File: src/rtl/oven_pkg.sv
`default_nettype none
// ============================================================================
// oven_pkg : shared oven types, widths and temperature/time limits
// Rev 1.0
// ============================================================================
package oven_pkg;

  localparam int TEMP_W = 10;
  localparam int TIME_W = 13;

  localparam logic [TEMP_W-1:0] AMBIENT  = 10'd65;
  localparam logic [TEMP_W-1:0] MAX_TEMP = 10'd500;
  localparam logic [TIME_W-1:0] MAX_TIME = 13'd1800;

  typedef enum logic [1:0] {
    IDLE    = 2'd0,
    PREHEAT = 2'd1,
    COOK    = 2'd2,
    DONE    = 2'd3
  } cook_state_t;

  function automatic logic [TEMP_W-1:0] clamp_temp(input logic [TEMP_W-1:0] t);
    if (t < AMBIENT)       return AMBIENT;
    else if (t > MAX_TEMP) return MAX_TEMP;
    else                   return t;
  endfunction

  function automatic logic [TIME_W-1:0] clamp_time(input logic [TIME_W-1:0] t);
    return (t > MAX_TIME) ? MAX_TIME : t;
  endfunction

endpackage
`default_nettype wire

File: src/rtl/oven_tick_gen.sv
`default_nettype none
// ============================================================================
// oven_tick_gen : free-running prescaler, one-cycle tick every TICK_CYCLES clocks
// Rev 1.0
// ============================================================================
module oven_tick_gen #(
  parameter int unsigned TICK_CYCLES = 25_000_000
) (
  input  logic clk,
  input  logic rst,
  output logic tick
);

  localparam int unsigned CNT_W = $clog2(TICK_CYCLES);
  localparam logic [CNT_W-1:0] LAST = CNT_W'(TICK_CYCLES - 1);

  logic [CNT_W-1:0] count;

  always_ff @(posedge clk) begin
    if (rst)                count <= '0;
    else if (count == LAST) count <= '0;
    else                    count <= count + CNT_W'(1);
  end

  assign tick = (count == LAST);

endmodule
`default_nettype wire

File: src/rtl/oven_cook_controller.sv
`default_nettype none
// ============================================================================
// oven_cook_controller : preheat / thermostat cook / alarm sequencer with a
// cavity temperature model. Optional door interlock: DOOR_INTERLOCK_EN.
// Rev 1.0
// ============================================================================
module oven_cook_controller
  import oven_pkg::*;
#(
  parameter int unsigned TICK_CYCLES = 25_000_000,
  parameter int unsigned HEAT_RATE   = 5,
  parameter int unsigned COOL_RATE   = 2,
  parameter int unsigned HYST        = 10,
  parameter int unsigned ALARM_TICKS = 10
) (
  input  logic              clk,
  input  logic              rst,
  input  logic              start,
  input  logic              cancel,
  input  logic              alarm_ack,
`ifdef DOOR_INTERLOCK_EN
  input  logic              door_open,
`endif
  input  logic [TEMP_W-1:0] target_temp,
  input  logic [TIME_W-1:0] target_time,
  output logic              heater,
  output logic [TEMP_W-1:0] current_temp,
  output logic [TIME_W-1:0] remaining_time,
  output logic              busy,
  output logic              alarm
);

  typedef logic [TEMP_W:0] temp_ext_t;

  localparam temp_ext_t HEAT_STEP = temp_ext_t'(HEAT_RATE);
  localparam temp_ext_t COOL_STEP = temp_ext_t'(COOL_RATE);
  localparam temp_ext_t HYST_BAND = temp_ext_t'(HYST);
  localparam int unsigned ACNT_W  = $clog2(ALARM_TICKS + 1);
  localparam logic [ACNT_W-1:0] ALARM_LAST = ACNT_W'(ALARM_TICKS - 1);

  cook_state_t       state, state_nxt;
  logic              heat_req, heat_req_nxt;
  logic              heater_nxt, alarm_nxt;
  logic [TEMP_W-1:0] temp, temp_nxt, target, target_nxt;
  logic [TIME_W-1:0] rem, rem_nxt;
  logic [ACNT_W-1:0] alarm_cnt, alarm_cnt_nxt;
  logic              tick, door_hold;
  temp_ext_t         temp_up, temp_dn, target_low;

  oven_tick_gen #(.TICK_CYCLES(TICK_CYCLES)) u_tick_gen (
    .clk  (clk),
    .rst  (rst),
    .tick (tick)
  );

`ifdef DOOR_INTERLOCK_EN
  assign door_hold = door_open;
`else
  assign door_hold = 1'b0;
`endif

  assign temp_up    = {1'b0, temp} + HEAT_STEP;
  assign temp_dn    = {1'b0, temp} - COOL_STEP;
  assign target_low = {1'b0, target} - HYST_BAND;

  // Model follows the heater as registered, so a tick on a transition edge
  // still sees the pre-transition element state.
  always_comb begin
    temp_nxt = temp;
    if (tick) begin
      if (heater) temp_nxt = (temp_up > temp_ext_t'(MAX_TEMP)) ? MAX_TEMP : temp_up[TEMP_W-1:0];
      else        temp_nxt = (temp_dn < temp_ext_t'(AMBIENT))  ? AMBIENT  : temp_dn[TEMP_W-1:0];
    end
  end

  always_comb begin
    state_nxt     = state;
    heat_req_nxt  = heat_req;
    alarm_nxt     = alarm;
    rem_nxt       = rem;
    target_nxt    = target;
    alarm_cnt_nxt = alarm_cnt;
    if (cancel) begin
      state_nxt    = IDLE;
      heat_req_nxt = 1'b0;
      alarm_nxt    = 1'b0;
      rem_nxt      = '0;
    end else begin
      case (state)
        IDLE: begin
          if (start && !door_hold) begin
            state_nxt    = PREHEAT;
            target_nxt   = clamp_temp(target_temp);
            rem_nxt      = clamp_time(target_time);
            heat_req_nxt = 1'b1;
          end
        end
        PREHEAT: begin
          if (tick && (temp_nxt >= target)) begin
            state_nxt    = COOK;
            heat_req_nxt = 1'b0;
          end
        end
        COOK: begin
          if (rem == '0) begin
            state_nxt     = DONE;
            heat_req_nxt  = 1'b0;
            alarm_nxt     = 1'b1;
            alarm_cnt_nxt = '0;
          end else begin
            if (temp_nxt >= target)                 heat_req_nxt = 1'b0;
            else if ({1'b0, temp_nxt} < target_low) heat_req_nxt = 1'b1;
            if (tick && !door_hold) begin
              rem_nxt = rem - TIME_W'(1);
              if (rem == TIME_W'(1)) begin
                state_nxt     = DONE;
                heat_req_nxt  = 1'b0;
                alarm_nxt     = 1'b1;
                alarm_cnt_nxt = '0;
              end
            end
          end
        end
        DONE: begin
          rem_nxt = '0;
          if (alarm_ack) begin
            state_nxt = IDLE;
            alarm_nxt = 1'b0;
          end else if (tick) begin
            if (alarm_cnt == ALARM_LAST) begin
              state_nxt = IDLE;
              alarm_nxt = 1'b0;
            end else begin
              alarm_cnt_nxt = alarm_cnt + ACNT_W'(1);
            end
          end
        end
        default: state_nxt = IDLE;
      endcase
    end
    // An open door masks the element without disturbing the thermostat demand.
    heater_nxt = ((state_nxt == PREHEAT) || (state_nxt == COOK)) && heat_req_nxt && !door_hold;
  end

  always_ff @(posedge clk) begin
    if (rst) begin
      state     <= IDLE;
      heat_req  <= 1'b0;
      heater    <= 1'b0;
      temp      <= AMBIENT;
      target    <= AMBIENT;
      rem       <= '0;
      alarm     <= 1'b0;
      alarm_cnt <= '0;
    end else begin
      state     <= state_nxt;
      heat_req  <= heat_req_nxt;
      heater    <= heater_nxt;
      temp      <= temp_nxt;
      target    <= target_nxt;
      rem       <= rem_nxt;
      alarm     <= alarm_nxt;
      alarm_cnt <= alarm_cnt_nxt;
    end
  end

  assign current_temp   = temp;
  assign remaining_time = rem;
  assign busy           = (state != IDLE);

endmodule
`default_nettype wire

File: config.mk
export PLATFORM = sky130hd
export DESIGN_NAME = oven_cook_controller
export DESIGN_NICKNAME = d
export VERILOG_FILES = /design/src/rtl/oven_pkg.sv /design/src/rtl/oven_tick_gen.sv /design/src/rtl/oven_cook_controller.sv
export SDC_FILE = /design/constraint.sdc
export NUM_CORES = 1
export LEC_CHECK = 0
export ABC_AREA = 1
export CAP_MARGIN = 20
export CORE_UTILIZATION = 60
export DETAILED_ROUTE_END_ITERATION = 6
export PLACE_DENSITY = 0.84
export SYNTH_ARGS = -nofsm -noshare
export SYNTH_HDL_FRONTEND = slang
export SYNTH_SLANG_ARGS = --single-unit
File: constraint.sdc
create_clock -name clk -period 4.3 [get_ports clk]
set_clock_uncertainty 0.15 [all_clocks]
set_input_delay 0.86 -clock clk [delete_from_list [all_inputs] [get_ports clk]]
set_output_delay 0.86 -clock clk [all_outputs]
set_load 0.01 [all_outputs]
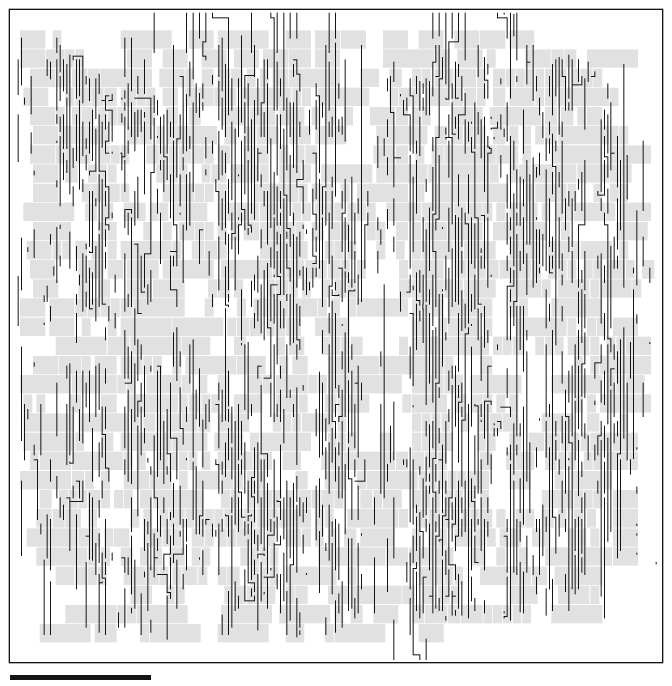
run_1/met2.png
The bar under the picture is 20 um long.
- main direction: vertical
- wire length on this layer: 6,010 um

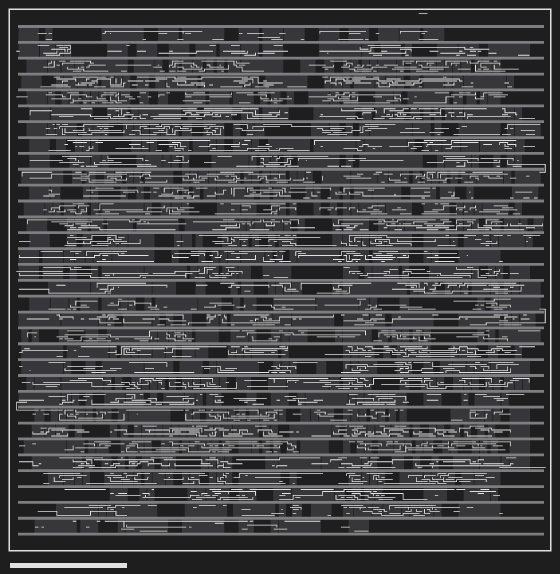
run_1/met1.png
The bar under the picture is 20 um long. Supply wires on this layer in grey.
- share of all routed wire: 43%
- nets with wire on the layer: 831
- main direction: horizontal
- longest straight run: 24.4 um

==> flow_summary.html, run 1 <==
<!-- implementation run metrics -->
<table>
<tr><th>Metric</th><th>Value</th></tr>
<tr><th colspan="2">Status</th></tr>
<tr><td>Status</td><td>completed</td></tr>
<tr><th colspan="2">STA</th></tr>
<tr><td>Final worst hold slack</td><td>300 ps</td></tr>
<tr><td>Setup repair after global routing missed its margin</td><td>no</td></tr>
<tr><td>Final Max-Slew Violation Tally</td><td>0</td></tr>
<tr><td>Setup_tns</td><td>0 ps</td></tr>
<tr><td>Slew at the pin closest to its max-slew limit</td><td>715 ps</td></tr>
<tr><td>Number of failing hold endpoints at the final stage</td><td>0</td></tr>
<tr><th colspan="2">Clocking</th></tr>
<tr><td>Count of clock tree sinks</td><td>67</td></tr>
<tr><td>Setup repair bufs after CTS</td><td>0</td></tr>
<tr><td>Clock tree from TritonCTS</td><td>done</td></tr>
<tr><td>CTS hold repair buffers</td><td>0</td></tr>
<tr><td>CTS H-tree depth</td><td>3</td></tr>
<tr><td>Count of cells resized by post-cts repair</td><td>0</td></tr>
<tr><td>Cell chosen for the clock root</td><td>sky130_fd_sc_hd__clkbuf_8</td></tr>
<tr><td>Clock insertion delay at the later pin of the skew report</td><td>350 ps</td></tr>
<tr><td>Total clock buffers created by CTS</td><td>9</td></tr>
<tr><td>Clock-pin slew reported for the worst setup and hold paths after clock tree synthesis</td><td>70 ps</td></tr>
<tr><td>Deepest clock path buffer count</td><td>2</td></tr>
<tr><th colspan="2">Place</th></tr>
<tr><td>IO Port Bufs</td><td>53</td></tr>
<tr><td>Worst setup timing slack at the placement stage</td><td>846 ps</td></tr>
<tr><td>Final RePlAce weighted congestion</td><td>0.887</td></tr>
<tr><td>HPWL after detailed placement</td><td>9.16 mm</td></tr>
<tr><th colspan="2">Worst setup path</th></tr>
<tr><td>Critical path launch point type</td><td>register</td></tr>
<tr><td>Data required, critical path</td><td>4390 ps</td></tr>
<tr><td>Depth of the worst register-to-register path</td><td>28</td></tr>
<tr><td>Critical-path top delay cell</td><td>sky130_fd_sc_hd__dfxtp_1</td></tr>
<tr><td>Capture instance of the worst register-to-register path</td><td>heater$_SDFF_PP0_</td></tr>
<tr><td>Critical path peak fanout</td><td>7</td></tr>
<tr><td>R2R setup slack</td><td>800 ps</td></tr>
<tr><td>Number of buffers and inverters on the critical path</td><td>4</td></tr>
<tr><td>Critical Path Most Common Cell</td><td>sky130_fd_sc_hd__nand2_1</td></tr>
<tr><td>Worst setup EP type</td><td>register</td></tr>
<tr><th colspan="2">Route</th></tr>
<tr><td>Initial detailed-routing violation count</td><td>231</td></tr>
<tr><td>Residual antenna-violating net count after detailed routing</td><td>0</td></tr>
<tr><td>Detailed Route WL</td><td>12.0 mm</td></tr>
<tr><td>Total via count in the routed design</td><td>5,082</td></tr>
<tr><th colspan="2">Global route</th></tr>
<tr><td>Total grt overflow</td><td>0</td></tr>
<tr><td>Initial antenna violation count</td><td>0</td></tr>
<tr><td>Global routing met2 resource utilization</td><td>54.9%</td></tr>
<tr><th colspan="2">Cells and area</th></tr>
<tr><td>Final Instance Count excl. Fillers</td><td>940</td></tr>
<tr><td>Largest Register</td><td>u_tick_gen.count</td></tr>
<tr><td>Post-layout utilization of the core</td><td>73.4%</td></tr>
<tr><td>Nets</td><td>891</td></tr>
<tr><th colspan="2">Yosys</th></tr>
<tr><td>Synth Register Bits</td><td>67</td></tr>
<tr><td>Mux share of post-synthesis cell area</td><td>0%</td></tr>
<tr><td>Post-synth design cell area</td><td>4920 um^2</td></tr>
<tr><td>Fraction of synthesized cell area taken by the top area cell type</td><td>27.2%</td></tr>
<tr><td>Yosys warns</td><td>0</td></tr>
<tr><td>Net count after synthesis</td><td>837</td></tr>
<tr><td>Cell type with the largest total area after synthesis</td><td>sky130_fd_sc_hd__dfxtp_1</td></tr>
<tr><th colspan="2">Power</th></tr>
<tr><td>Portion of total power attributed to combinational logic</td><td>15.5%</td></tr>
<tr><td>Worst IR drop on VDD</td><td>0.209 mV</td></tr>
<tr><td>Dominant power group</td><td>registers</td></tr>
<tr><td>Internal</td><td>1.06 mW</td></tr>
<tr><td>Combinational Power</td><td>228 uW</td></tr>
<tr><td>Net switching power figure</td><td>414 uW</td></tr>
<tr><th colspan="2">Min path</th></tr>
<tr><td>End point of the most critical hold path</td><td>u_tick_gen.count[0]$_SDFF_PP0_</td></tr>
<tr><td>Min-Delay Path Depth</td><td>1</td></tr>
<tr><th colspan="2">Floorplan</th></tr>
<tr><td>Boundary Pins</td><td>54</td></tr>
<tr><td>Total die area</td><td>8570 um^2</td></tr>
<tr><td>Vert. Die Dim</td><td>92.6 um</td></tr>
<tr><th colspan="2">Flow run</th></tr>
<tr><td>Max-cap check violation count</td><td>0</td></tr>
</table>
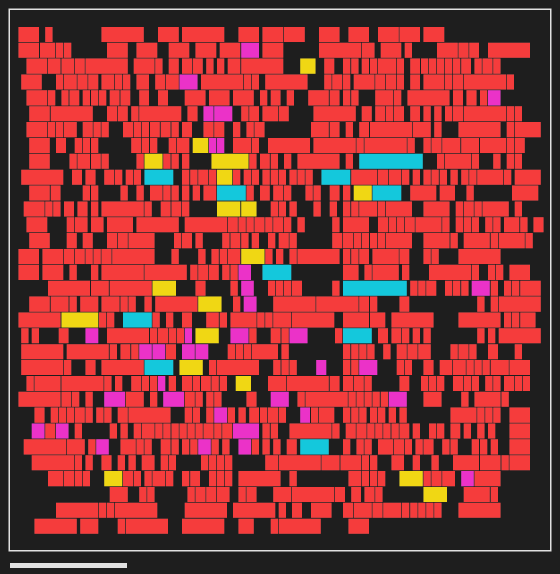
run_1/drive_strength.png
The bar under the picture is 20 um long.
- drive 6 and up: cyan (cells 11)
- drive 3 to 4: yellow (cells 18)
- drive 2: magenta (cells 35)
- drive 1 or less: red (cells 774)

[run 1: cell usage after synthesis (all sizes together)]
cell type	number
inv	116
clkbuf	4
xnor2	3
nor3	16
nand4	17
o21a	2
or2	5
nand3b	2
nor4	2
and3	2
a211oi	1
nand3	57
o2111ai	1
xor2	20
a21o	2
o22ai	3
o21bai	2
buf	10
a21oi	46
o21ai	44
dfxtp	67
a31oi	6
clkinv	2
nand2	197
ha	30
nor3b	2
nor2	119
o211ai	1
[run 1: metal layers]
metal	routed length (um)	vias up
met4	278	0
met5	0	-
met3	590	36
li1	-	2600
met1	5150	2285
met2	6010	161
[run 1: logic make-up (layout without fill, tap and decap cells)]
group | count (synthesis) | count (layout)
adders and majority gates | 30 | 30
xor gates and xnor gates | 23 | 23
DFF | 67 | 67
and+or+nand+nor | 419 | 419
buffers and inverters | 132 | 191
AOI/OAI and AO/OA | 108 | 108
[run 1: cells in the final DEF, fill, tap and decap left out, drive strengths merged, types with 4 or more instances in the layout]
| cell type | netlist | layout |
|---|---|---|
| a21oi | 46 | 46 |
| a31oi | 6 | 6 |
| buf | 10 | 4 |
| clkbuf | 4 | 10 |
| clkdlybuf4s50 | 0 | 53 |
| clkinv | 2 | 5 |
| dfxtp | 67 | 67 |
| ha | 30 | 30 |
| inv | 116 | 116 |
| nand2 | 197 | 197 |
| nand3 | 57 | 57 |
| nand4 | 17 | 17 |
| nor2 | 119 | 119 |
| nor3 | 16 | 16 |
| o21ai | 44 | 44 |
| or2 | 5 | 5 |
| xor2 | 20 | 20 |
[run 1: cell type report]
type	instances	area [um^2]
Sequential cell	67	1340
Tap cell	102	128
Multi-Input combinational cell	580	3060
Clock inverter	6	90.1
Inverter	118	445
Clock buffer	10	128
Timing Repair Buffer	57	561
Fill cell	656	2090
==> run 1 -> run 2 <==
Settings changed: CORE_UTILIZATION 60 to 58, PLACE_DENSITY 0.84 to 0.82.
Clock period 4.3 ns to 3.66 ns, I/O delays scaled along.
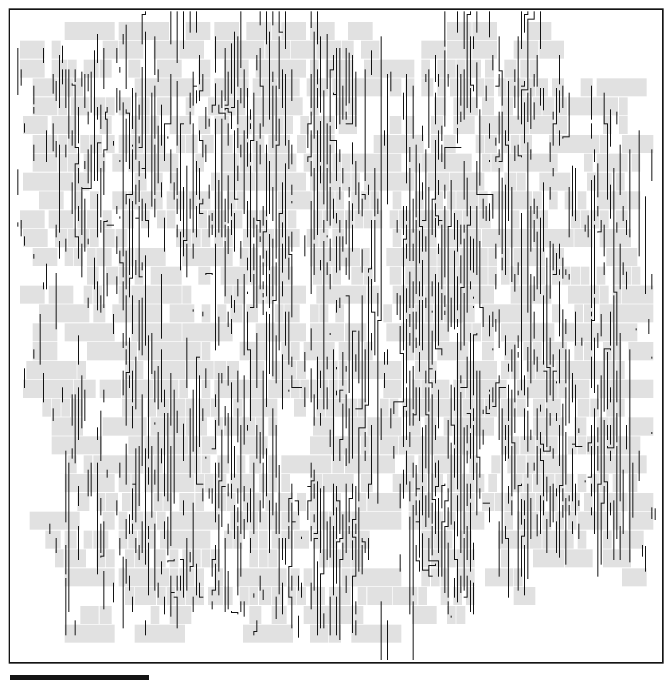
run_2/met2.png
The bar under the picture is 20 um long.
- longest straight run: 41.0 um
- main direction: vertical

==> flow_summary.html, run 2 <==
<!-- implementation run metrics -->
<table>
<tr><th>Metric</th><th>Value</th></tr>
<tr><th colspan="2">Yosys</th></tr>
<tr><td>Flip-flops with a built-in enable</td><td>0 (unchanged)</td></tr>
<tr><td>Cell count listed in synth_stat.txt</td><td>779</td></tr>
<tr><td>Count of cell types in the netlist</td><td>44</td></tr>
<tr><td>Synthesized area per cell</td><td>6.32 um^2</td></tr>
<tr><td>Synth async-reset ratio</td><td>0% (unchanged)</td></tr>
<tr><td>Most frequently used cell type in the post-synthesis netlist</td><td>sky130_fd_sc_hd__nand2_1</td></tr>
<tr><td>Fraction of synthesized cell area taken by the top area cell type</td><td>27.2% (unchanged)</td></tr>
<tr><td>Cell types with the highest counts after synthesis</td><td>188 x sky130_fd_sc_hd__nand2_1, 112 x sky130_fd_sc_hd__inv_1, 108 x sky130_fd_sc_hd__nor2_1, 67 x sky130_fd_sc_hd__dfxtp_1, 54 x sky130_fd_sc_hd__nand3_1</td></tr>
<tr><td>Ys flop type</td><td>sky130_fd_sc_hd__dfxtp_1</td></tr>
<tr><td>Yosys warns</td><td>0 (unchanged)</td></tr>
<tr><td>Post-synth design cell area</td><td>4920 um^2 (unchanged)</td></tr>
<tr><td>Synth Register Bits</td><td>67 (unchanged)</td></tr>
<tr><td>Net count after synthesis</td><td>837 (unchanged)</td></tr>
<tr><td>Ranking of synthesized cells by area</td><td>sky130_fd_sc_hd__dfxtp_1 27%, sky130_fd_sc_hd__nand2_1 14%, sky130_fd_sc_hd__inv_1 8.5%</td></tr>
<tr><td>Cell type with the largest total area after synthesis</td><td>sky130_fd_sc_hd__dfxtp_1</td></tr>
<tr><td>Register area share after synthesis</td><td>27.2%</td></tr>
<tr><td>Cell count after synthesis</td><td>779</td></tr>
<tr><th colspan="2">Worst setup path</th></tr>
<tr><td>Number of buffers and inverters on the critical path</td><td>1 (-3)</td></tr>
<tr><td>Worst R2R Start</td><td>current_temp[2]$_SDFF_PP0_</td></tr>
<tr><td>Worst setup EP type</td><td>register</td></tr>
<tr><td>Signal arrival time at the worst endpoint</td><td>3390 ps</td></tr>
<tr><td>Critical path origin</td><td>current_temp[2]$_SDFF_PP0_</td></tr>
<tr><td>Worst path top cell family by delay</td><td>simple AND/OR/NAND/NOR gates</td></tr>
<tr><td>Critical Path Most Common Cell</td><td>sky130_fd_sc_hd__nand2_1</td></tr>
<tr><td>Critical path launch point type</td><td>register</td></tr>
<tr><td>Depth of the worst register-to-register path</td><td>24 (-14%)</td></tr>
<tr><td>Critical path peak fanout</td><td>8 (+1)</td></tr>
<tr><td>Worst-path cell chain</td><td>inv_2 &gt; ha_1 &gt; nand2_1 &gt; nand2_1 &gt; nand2_1 &gt; nand2_1 &gt; nor2_1 &gt; nor2_1 &gt; nand3_1 &gt; nand2_1 &gt; o21ai_2 &gt; nand2_1 &gt; ha_1 &gt; nand2_1 &gt; nor2_1 &gt; nand3_1 &gt; nand3_1 &gt; nand2_1 &gt; nor2_1 &gt; nor2_1 &gt; nor2_1 &gt; nand3_1 &gt; nand2_1 &gt; nor2_1</td></tr>
<tr><td>R2R setup slack</td><td>360 ps (-440 ps)</td></tr>
<tr><td>Critical path start-end classification</td><td>reg2reg</td></tr>
<tr><td>Data required, critical path</td><td>3760 ps (-630 ps)</td></tr>
<tr><td>Capture instance of the worst register-to-register path</td><td>heater$_SDFF_PP0_</td></tr>
<tr><td>Critical-path top delay cell</td><td>sky130_fd_sc_hd__dfxtp_1</td></tr>
<tr><th colspan="2">Route</th></tr>
<tr><td>Residual antenna-violating net count after detailed routing</td><td>0 (unchanged)</td></tr>
<tr><td>Detailed Route WL</td><td>11.7 mm (-2.5%)</td></tr>
<tr><td>Detailed-route wire length per cell</td><td>12.4 um</td></tr>
<tr><td>Total via count in the routed design</td><td>5,035 (-0.92%)</td></tr>
<tr><td>Post-DR vias/cell</td><td>5.34</td></tr>
<tr><td>Initial detailed-routing violation count</td><td>187 (-19%)</td></tr>
<tr><th colspan="2">Power</th></tr>
<tr><td>Portion of total power attributed to combinational logic</td><td>16.6% (+1.1 points)</td></tr>
<tr><td>Power after layout</td><td>1.60 mW</td></tr>
<tr><td>Net switching power figure</td><td>482 uW (+17%)</td></tr>
<tr><td>Power density of the placed cells</td><td>278 nW/um^2</td></tr>
<tr><td>Switching power as a share of total power</td><td>30.1%</td></tr>
<tr><td>Worst IR drop on VDD</td><td>0.191 mV (-8.7%)</td></tr>
<tr><td>Leak Pwr</td><td>2.65 nW</td></tr>
<tr><td>Internal</td><td>1.12 mW (+5.9%)</td></tr>
<tr><th colspan="2">Place</th></tr>
<tr><td>Cell total after placement</td><td>927</td></tr>
<tr><td>Worst setup timing slack at the placement stage</td><td>276 ps (-570 ps)</td></tr>
<tr><td>HPWL after detailed placement</td><td>8.99 mm (-1.9%)</td></tr>
<tr><td>Placed cell area</td><td>5540 um^2</td></tr>
<tr><td>IO Port Bufs</td><td>53 (unchanged)</td></tr>
<tr><td>Final RePlAce weighted congestion</td><td>0.895 (+0.90%)</td></tr>
<tr><th colspan="2">Clocking</th></tr>
<tr><td>Count of clock tree sinks</td><td>67 (unchanged)</td></tr>
<tr><td>CTS H-tree depth</td><td>3 (unchanged)</td></tr>
<tr><td>Deepest clock path buffer count</td><td>2 (unchanged)</td></tr>
<tr><td>Clock tree from TritonCTS</td><td>done</td></tr>
<tr><td>Setup repair bufs after CTS</td><td>0 (unchanged)</td></tr>
<tr><td>Clock insertion delay at the later pin of the skew report</td><td>350 ps (about the same)</td></tr>
<tr><td>Clock-pin slew reported for the worst setup and hold paths after clock tree synthesis</td><td>80 ps (about the same)</td></tr>
<tr><td>Cell chosen for the clock root</td><td>sky130_fd_sc_hd__clkbuf_8</td></tr>
<tr><td>Total clock buffers created by CTS</td><td>9 (unchanged)</td></tr>
<tr><th colspan="2">Floorplan</th></tr>
<tr><td>Vert. Die Dim</td><td>94.1 um (+1.7%)</td></tr>
<tr><td>Area inside the core boundary</td><td>8220 um^2</td></tr>
<tr><td>Boundary Pins</td><td>54 (unchanged)</td></tr>
<tr><td>DIE WIDTH</td><td>94.1 um</td></tr>
<tr><td>Floorplan-stage core utilization</td><td>59.9%</td></tr>
<tr><td>Total die area</td><td>8860 um^2 (+3.4%)</td></tr>
<tr><th colspan="2">Global route</th></tr>
<tr><td>Aggregate global-route resource usage</td><td>27.6%</td></tr>
<tr><td>Total grt overflow</td><td>0 (unchanged)</td></tr>
<tr><td>Initial antenna violation count</td><td>0 (unchanged)</td></tr>
<tr><td>Vias in the first global route</td><td>4,655</td></tr>
<tr><th colspan="2">STA</th></tr>
<tr><td>Final worst hold slack</td><td>295 ps (-5.23 ps)</td></tr>
<tr><td>Final worst-path setup slack</td><td>361 ps</td></tr>
<tr><td>Final Max-Slew Violation Tally</td><td>0 (unchanged)</td></tr>
<tr><td>Highest Clock Rate</td><td>0.303 GHz</td></tr>
<tr><td>Number of failing hold endpoints at the final stage</td><td>0 (unchanged)</td></tr>
<tr><td>Final critical-path share of the clock period</td><td>90.1%</td></tr>
<tr><td>Minimum clock period after layout</td><td>3300 ps</td></tr>
<tr><td>Worst relative slew slack</td><td>53.3%</td></tr>
<tr><td>Slew at the pin closest to its max-slew limit</td><td>699 ps (-15.7 ps)</td></tr>
<tr><td>Setup_tns</td><td>0 ps (unchanged)</td></tr>
<tr><th colspan="2">Cells and area</th></tr>
<tr><td>Nets</td><td>891 (unchanged)</td></tr>
<tr><td>Area added between synthesis and finish</td><td>16.9%</td></tr>
<tr><td>Antenna Diode Count</td><td>0</td></tr>
<tr><td>Dominant logic cell type in the layout</td><td>sky130_fd_sc_hd__nand2_1</td></tr>
<tr><td>Dominant logic cell types in the final layout</td><td>188 x sky130_fd_sc_hd__nand2_1, 110 x sky130_fd_sc_hd__inv_1, 107 x sky130_fd_sc_hd__nor2_1</td></tr>
<tr><td>Design area</td><td>5760 um^2</td></tr>
<tr><td>Post-layout utilization of the core</td><td>70.1% (-3.3 points)</td></tr>
<tr><td>Final Instance Count excl. Fillers</td><td>943 (+0.32%)</td></tr>
<tr><td>Number of flip-flops under the largest register name</td><td>25</td></tr>
<tr><td>Largest Register</td><td>u_tick_gen.count</td></tr>
<tr><td>Share of cells above drive strength 1</td><td>8.59%</td></tr>
<tr><th colspan="2">Min path</th></tr>
<tr><td>Min-Delay Path Depth</td><td>1 (unchanged)</td></tr>
<tr><td>End point of the most critical hold path</td><td>u_tick_gen.count[0]$_SDFF_PP0_</td></tr>
<tr><td>Launch instance of the worst min-delay path</td><td>u_tick_gen.count[0]$_SDFF_PP0_</td></tr>
<tr><td>Worst hold-check path type</td><td>reg2reg</td></tr>
<tr><th colspan="2">Flow run</th></tr>
<tr><td>Max-cap check violation count</td><td>0 (unchanged)</td></tr>
<tr><th colspan="2">Status</th></tr>
<tr><td>Status</td><td>completed</td></tr>
</table>
-- run 2: cell counts after synthesis --
No cell type changed its count.
-- run 2: repair_timing --
item                                    in CTS  in global routing
hold buffers                                 0                  0
resized                                      0                 11
endpoints found under the setup margin       0                  4
-- run 2: layout make-up --
cell class / instances / area [um^2]
Clock buffer: 10 / 138
Clock inverter: 6 / 41.3
Fill cell: 702 / 2460
Inverter: 118 / 445
Multi-Input combinational cell: 580 / 3100
Sequential cell: 67 / 1350
Tap cell: 105 / 131
Timing Repair Buffer: 57 / 561
-- run 2: cells by family (layout without fill, tap and decap cells) --
logic type                 Yosys count  in the layout  synth area share [%]
AOI/OAI and AO/OA                  108            108                  12.4
DFF                                 67             67                  27.2
buffers and inverters              132            191                  10.5
adders and majority gates           30             30                  7.62
and+or+nand+nor                    419            419                  38.1
xor gates and xnor gates            23             23                  4.09
-- run 2: worst max-delay path by stage --
stage,to,depth (start not counted)
detailed placement,heater$_SDFF_PP0_,25
finish,heater$_SDFF_PP0_,24
global route,heater$_SDFF_PP0_,27
floorplan,heater$_SDFF_PP0_,27
CTS,heater$_SDFF_PP0_,25
global placement,heater$_SDFF_PP0_,25
-- run 2: per-layer routing --
metal | wire length (um) | GRT usage (%) | up-vias
met5 | 0 | 0 | -
met4 | 171 | 9.36 | 0
met3 | 540 | 4.85 | 17
met2 | 5820 | 49.5 | 112
met1 | 5200 | 33.0 | 2296
li1 | - | - | 2610
-- run 2: power groups by stage --
stage                     combinational [mW]  clock [mW]  sequential, mW
after floorplan                        0.173           0           0.783
after global placement                 0.254           0           0.784
after detailed placement               0.263           0           0.784
after CTS                              0.265       0.575           0.767
after global routing                   0.303       0.609           0.770
final                                  0.266       0.568           0.768
Power and IR drop assume default switching activity.
